`config.mk`:
```
export PLATFORM = sky130hd
export DESIGN_NAME = pipeline_hazard_ctrl
export DESIGN_NICKNAME = d
export VERILOG_FILES = /design/src/rtl/pipeline_hazard_ctrl.sv
export SDC_FILE = /design/constraint.sdc
export NUM_CORES = 1
export LEC_CHECK = 0
export CORE_MARGIN = 2
export CORE_UTILIZATION = 31
export CTS_BUF_LIST = sky130_fd_sc_hd__clkbuf_16
export DETAILED_ROUTE_END_ITERATION = 10
export PLACE_DENSITY = 0.82
export SYNTH_ARGS = -nofsm -noshare
export SYNTH_HDL_FRONTEND = slang
export SYNTH_SLANG_ARGS = --single-unit
```
`constraint.sdc`:
```
create_clock -name clk -period 1.9 [get_ports clk]
set_input_delay 0.19 -clock clk [delete_from_list [all_inputs] [get_ports clk]]
set_output_delay 0.19 -clock clk [all_outputs]
set_load 0.02 [all_outputs]
```
`src/rtl/pipeline_hazard_ctrl.sv`:
```
// pipeline_hazard_ctrl
//   Hazard and sequencing controller for the 5-stage pipeline, placed beside
//   the ID stage. It resolves three conditions in priority order:
//     1. data-memory wait   -> freeze every pipeline register
//     2. taken branch (MEM) -> flush IF/ID, ID/EX and EX/MEM for one cycle
//     3. load-use hazard    -> hold PC and IF/ID, insert one bubble into ID/EX
//   A memory wait longer than WAIT_MAX cycles sets a sticky timeout flag.
//   After that flag is set, mem_wait is ignored until the next reset.
//
// Optional feature:
//   HAZARD_PERF_CNT_EN  when defined, builds two saturating performance
//                       counters (stall_cycles, flush_events). When it is
//                       not defined, both outputs are tied to zero and no
//                       counter flops exist.
//
// Ports
//   clk, rst_n          clock; synchronous active-low reset
//   id_valid            IF/ID holds a real instruction
//   id_rs, id_rt        ID source registers
//   id_uses_rt          ID instruction reads rt
//   ex_mem_read         load in EX
//   ex_rt               load destination register in EX
//   mem_br_taken        branch in MEM resolved taken
//   mem_wait            data memory not ready this cycle
//   pc_write            PC update enable
//   if_id_write         IF/ID load enable
//   id_ex_stall         zero the ID/EX control bits (bubble)
//   flush_if_id/id_ex/ex_mem  clear the respective pipeline register
//   pipe_freeze         hold every pipeline register
//   state               RUN=0 LOAD_USE=1 FLUSH=2 MEM_WAIT=3
//   mem_timeout         sticky: mem_wait exceeded WAIT_MAX cycles
//   stall_cycles        count of cycles with pc_write low
//   flush_events        count of branch flush cycles
module pipeline_hazard_ctrl #(
    parameter int RA_W     = 5,
    parameter int WAIT_MAX = 16,
    parameter int CNT_W    = 16
) (
    input  logic             clk,
    input  logic             rst_n,
    input  logic             id_valid,
    input  logic [RA_W-1:0]  id_rs,
    input  logic [RA_W-1:0]  id_rt,
    input  logic             id_uses_rt,
    input  logic             ex_mem_read,
    input  logic [RA_W-1:0]  ex_rt,
    input  logic             mem_br_taken,
    input  logic             mem_wait,
    output logic             pc_write,
    output logic             if_id_write,
    output logic             id_ex_stall,
    output logic             flush_if_id,
    output logic             flush_id_ex,
    output logic             flush_ex_mem,
    output logic             pipe_freeze,
    output logic [1:0]       state,
    output logic             mem_timeout,
    output logic [CNT_W-1:0] stall_cycles,
    output logic [CNT_W-1:0] flush_events
);

    localparam logic [1:0] S_RUN      = 2'd0;
    localparam logic [1:0] S_LOAD_USE = 2'd1;
    localparam logic [1:0] S_FLUSH    = 2'd2;
    localparam logic [1:0] S_MEM_WAIT = 2'd3;

    // wait_cnt counts at most up to WAIT_MAX-1
    localparam int WC_W = $clog2(WAIT_MAX);

    logic [WC_W-1:0] wait_cnt;
    logic [1:0]      state_nxt;
    logic            lu_hazard;
    logic            wait_limit;
    logic            mw;
    logic            br;
    logic            lu;

    // Hazard detection and priority resolution
    always_comb begin
        lu_hazard = id_valid && ex_mem_read && (ex_rt != '0) &&
                    ((ex_rt == id_rs) || (id_uses_rt && (ex_rt == id_rt))) &&
                    (state != S_FLUSH);

        // The cycle that reaches the limit already counts as timed out:
        // the freeze is released in that cycle, and mem_wait is ignored
        // from then on.
        wait_limit = (state == S_MEM_WAIT) && mem_wait && !mem_timeout &&
                     (wait_cnt == WC_W'(WAIT_MAX - 1));

        mw = mem_wait && !mem_timeout && !wait_limit;
        br = !mw && mem_br_taken;
        lu = !mw && !mem_br_taken && lu_hazard;
    end

    // Control outputs and next state
    always_comb begin
        pc_write     = 1'b1;
        if_id_write  = 1'b1;
        id_ex_stall  = 1'b0;
        flush_if_id  = 1'b0;
        flush_id_ex  = 1'b0;
        flush_ex_mem = 1'b0;
        pipe_freeze  = 1'b0;
        state_nxt    = S_RUN;

        if (!rst_n) begin
            pc_write     = 1'b0;
            if_id_write  = 1'b0;
            id_ex_stall  = 1'b1;
            flush_if_id  = 1'b1;
            flush_id_ex  = 1'b1;
            flush_ex_mem = 1'b1;
            state_nxt    = S_RUN;
        end else if (mw) begin
            pc_write    = 1'b0;
            if_id_write = 1'b0;
            pipe_freeze = 1'b1;
            state_nxt   = S_MEM_WAIT;
        end else if (br) begin
            flush_if_id  = 1'b1;
            flush_id_ex  = 1'b1;
            flush_ex_mem = 1'b1;
            state_nxt    = S_FLUSH;
        end else if (lu) begin
            pc_write    = 1'b0;
            if_id_write = 1'b0;
            id_ex_stall = 1'b1;
            state_nxt   = S_LOAD_USE;
        end
    end

    // State, wait counter and sticky timeout
    always_ff @(posedge clk) begin
        if (!rst_n) begin
            state       <= S_RUN;
            wait_cnt    <= '0;
            mem_timeout <= 1'b0;
        end else begin
            state <= state_nxt;
            // The counter advances only while the wait continues.
            // It is cleared on entry to, and on exit from, MEM_WAIT.
            if ((state == S_MEM_WAIT) && (state_nxt == S_MEM_WAIT)) begin
                wait_cnt <= wait_cnt + 1'b1;
            end else begin
                wait_cnt <= '0;
            end
            if (wait_limit) begin
                mem_timeout <= 1'b1;
            end
        end
    end

`ifdef HAZARD_PERF_CNT_EN
    // Saturating performance counters
    always_ff @(posedge clk) begin
        if (!rst_n) begin
            stall_cycles <= '0;
            flush_events <= '0;
        end else begin
            if (!pc_write && (stall_cycles != '1)) begin
                stall_cycles <= stall_cycles + 1'b1;
            end
            if (br && (flush_events != '1)) begin
                flush_events <= flush_events + 1'b1;
            end
        end
    end
`else
    assign stall_cycles = '0;
    assign flush_events = '0;
`endif

endmodule
```
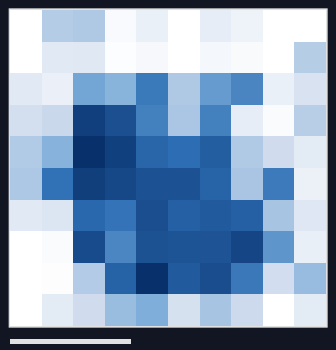
util_map.png
Scale bar: 20 um. 10 x 10 tiles, from white (low) to dark blue (high), 0 to 100% covered.
densest ninth of the die: middle
mean over tiles: 41%
tiles over 75% full: 26%
fullest tile: 100%
nearly empty tiles: 13%
fp util: 32.7%
Core Area: 2210 sq um
Util after Layout: 51.9%

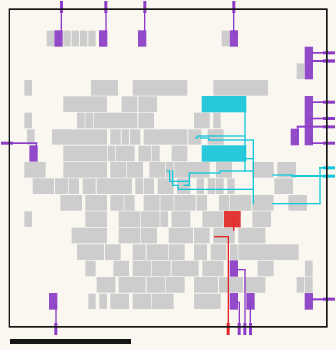
port_trees.png
Scale bar: 20 um.
| port | color | bits | direction | edge | end cells | buffers | wire |
|---|---|---|---|---|---|---|---|
| ex_mem_read | red | 1 | input | bottom | 1 | 1 | 18.8 um |
| state | cyan | 2 | output | right | 2 | 2 | 98.5 um |
| flush_events | purple | 16 | output | 7 right, 4 top, 4 bottom, 1 left | 16 | 0 | 62.2 um |
ports placed on the boundary: 64
IO buf count: 31

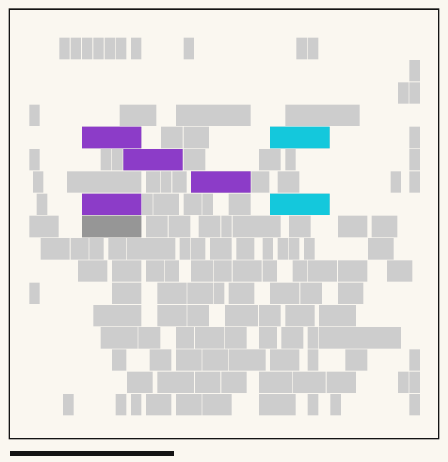
ff_map.png
Scale bar: 20 um. Other sequential cells in the stronger gray, the rest of the logic in the fainter gray.
| signal | color | sequential cells |
|---|---|---|
| wait_cnt | purple | 4 |
| state | cyan | 2 |
not colored: 1
sequential cell power: 0.154 mW
share of cell area taken by flip-flops and latches: 12.2%
Reg area: 140 sq um

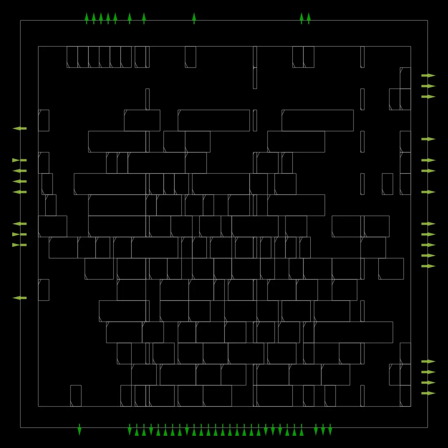
placed.png
number of standard cells in the final layout excluding fillers: 165
Core Rows: 17
tapcell count: 28
Filler cells: 209

==> PnR_summary.wiki <==
=== Synthesis and place and route ===
{| class="wikitable"
! Metric !! Value
|-
| ANT nets after route || 0
|-
| Syn Std Cell Area || between 700 and 800 sq um
|-
| Largest register FFs || 4
|-
| Root buf cell || clkbuf_16
|-
| Synth Seq Share || a little under 20%
|-
| Number of antenna violations at the first check in global routing || 0
|-
| Largest stage delay on the critical path || 0.44 ns
|-
| First-pass DRT Iterations || 4
|-
| Terminus of the critical flop-to-flop path || state[0]$_SDFF_PN0_
|-
| Biggest consumer || the clock network
|-
| Number of post-CTS setup repair buffers || 0
|-
| Status || finished clean
|-
| Start point of the critical path || ex_rt[4]
|-
| TritonCTS clock tree || done
|-
| Final setup vio count || 0
|-
| Final weighted congestion in routability-driven placement || between 0.8 and 0.9
|-
| Hold endpoint || wait_cnt[3]$_SDFF_PN0_
|-
| GR Util All Layers || 12.8%
|-
| Yosys stat cell total || between 90 and 100
|-
| Largest type area fraction || a little over a third
|-
| Comb pwr || roughly 0.21 mW
|-
| Latest clock arrival within the worst-skew pair || 0.23 ns
|-
| OpenROAD warnings || 27
|-
| Number of antenna cells inserted || 0
|-
| Sequential Power Share || 21.8%
|-
| Max-slew violation total from the final report || 0
|-
| Upper clock frequency limit || ~550 MHz
|-
| Final count of hold timing violations || 0
|-
| Peak fanout along the critical path || 2
|-
| CP required || approximately 1.7 ns
|-
| Max Clock Skew || around 0.0027 ns
|-
| Cell count of the worst reg-to-reg path || 6
|-
| Routed Wire Length || 1690 um
|-
| Post-synth EDFFs || 0
|-
| Worst R2R Setup Slack || ~0.52 ns
|-
| Total negative slack for setup checks || 0 ns
|-
| Kind of cell with the highest combined delay on the critical path || AND-OR/OR-AND gates
|-
| Count of unique library cells instantiated by Yosys || 24
|-
| Estimated wirelength of the detail-placed design || about 1500 um
|-
| Final period demand of the worst path || around 1.8 ns
|-
| Mean instance size in the synthesized netlist || between 7 and 8 sq um
|-
| Proportion of register bits with asynchronous set or reset after synthesis || 0%
|-
| Largest regs || wait_cnt x4, state x2, mem_timeout x1
|-
| Global-route congestion overflow total || 0
|-
| Critical Setup Path Class || primary input to output pin
|-
| Top cell type by total area after synthesis || buf_4
|-
| Net switching component of the power || about 0.20 mW
|-
| Vias per inst || 4.02
|-
| Total stage count of the critical path || 6
|-
| Portion of the clock cycle consumed by the worst path in the final layout || between 90% and 100%
|-
| Count of buffer and inverter cells on the critical path || 2
|-
| Net count, final || 161
|-
| Height of the die || between 50 and 60 um
|-
| Combinational share of power || between 20 and 30%
|-
| Clock-pin slew of the registers on the worst-case setup and hold paths || 0.03 ns
|-
| Maximum VDD drop || 530 uV
|}
[layer usage]
layer / GRT usage (%) / vias to the layer above / part of all wire (%)
met4: 3.42 / 0 / 1.1
met2: 22.9 / 35 / 52
met3: 5.14 / 4 / 7.7
met5: 0 / - / 0
met1: 13.7 / 299 / 39
li1: - / 325 / -
[layout by cell type (no fill, tap or decap), types with 2 or more instances in the layout]
cell              n
and2_1            3
buf_4            14
buf_6             2
clkbuf_16         3
clkbuf_2          2
clkdlybuf4s15_1   3
clkdlybuf4s50_1  13
conb_1           32
dfxtp_1           7
dlygate4sd2_1     6
dlymetal6s2s_1    4
inv_1             3
nand2_1           5
nand3_1           2
nor2_1            6
nor2b_1           3
o21a_1            2
xor2_1            8
xor2_2            2
[area by class of cell]
cell class	count	share of cell area, %
clock buffer	3	6.54
timing repair buffer	45	35.3
inverter	2	0.654
sequential	7	12.2
clock inverter	1	0.327
multi-input combinational	79	41.9
tap	28	3.05
[through the flow]
stage,util [%],total power [mW],hold WS [ns],setup WS [ns],instances
after global placement,46.4,0.351,0.495,-0.511,161
after floorplan,-,0.314,0.307,0.227,123
after global routing,51.9,0.738,0.537,-0.0280,165
final,51.9,0.706,0.514,0.0676,165
after CTS,49.0,0.698,0.519,-0.0184,165
after detailed placement,46.4,0.356,0.511,-0.638,161
[what timing repair did]
action                                  4_1_cts  5_1_grt
hold buffers                                  0        0
endpoints found under the setup margin        7        4
gates resized                                27       20
pin swaps                                     3        5
[cells by family after synthesis]
| logic type | after synthesis | share of synthesized area [%] |
|---|---|---|
| AOI/OAI and AO/OA | 9 | 9.00 |
| DFF | 7 | 19.4 |
| adders and majority gates | 1 | 1.73 |
| buffers and inverters | 37 | 37.4 |
| other | 1 | 0.519 |
| xor gates and xnor gates | 12 | 14.5 |
| and+or+nand+nor | 25 | 17.5 |
Power and IR drop assume default switching activity.
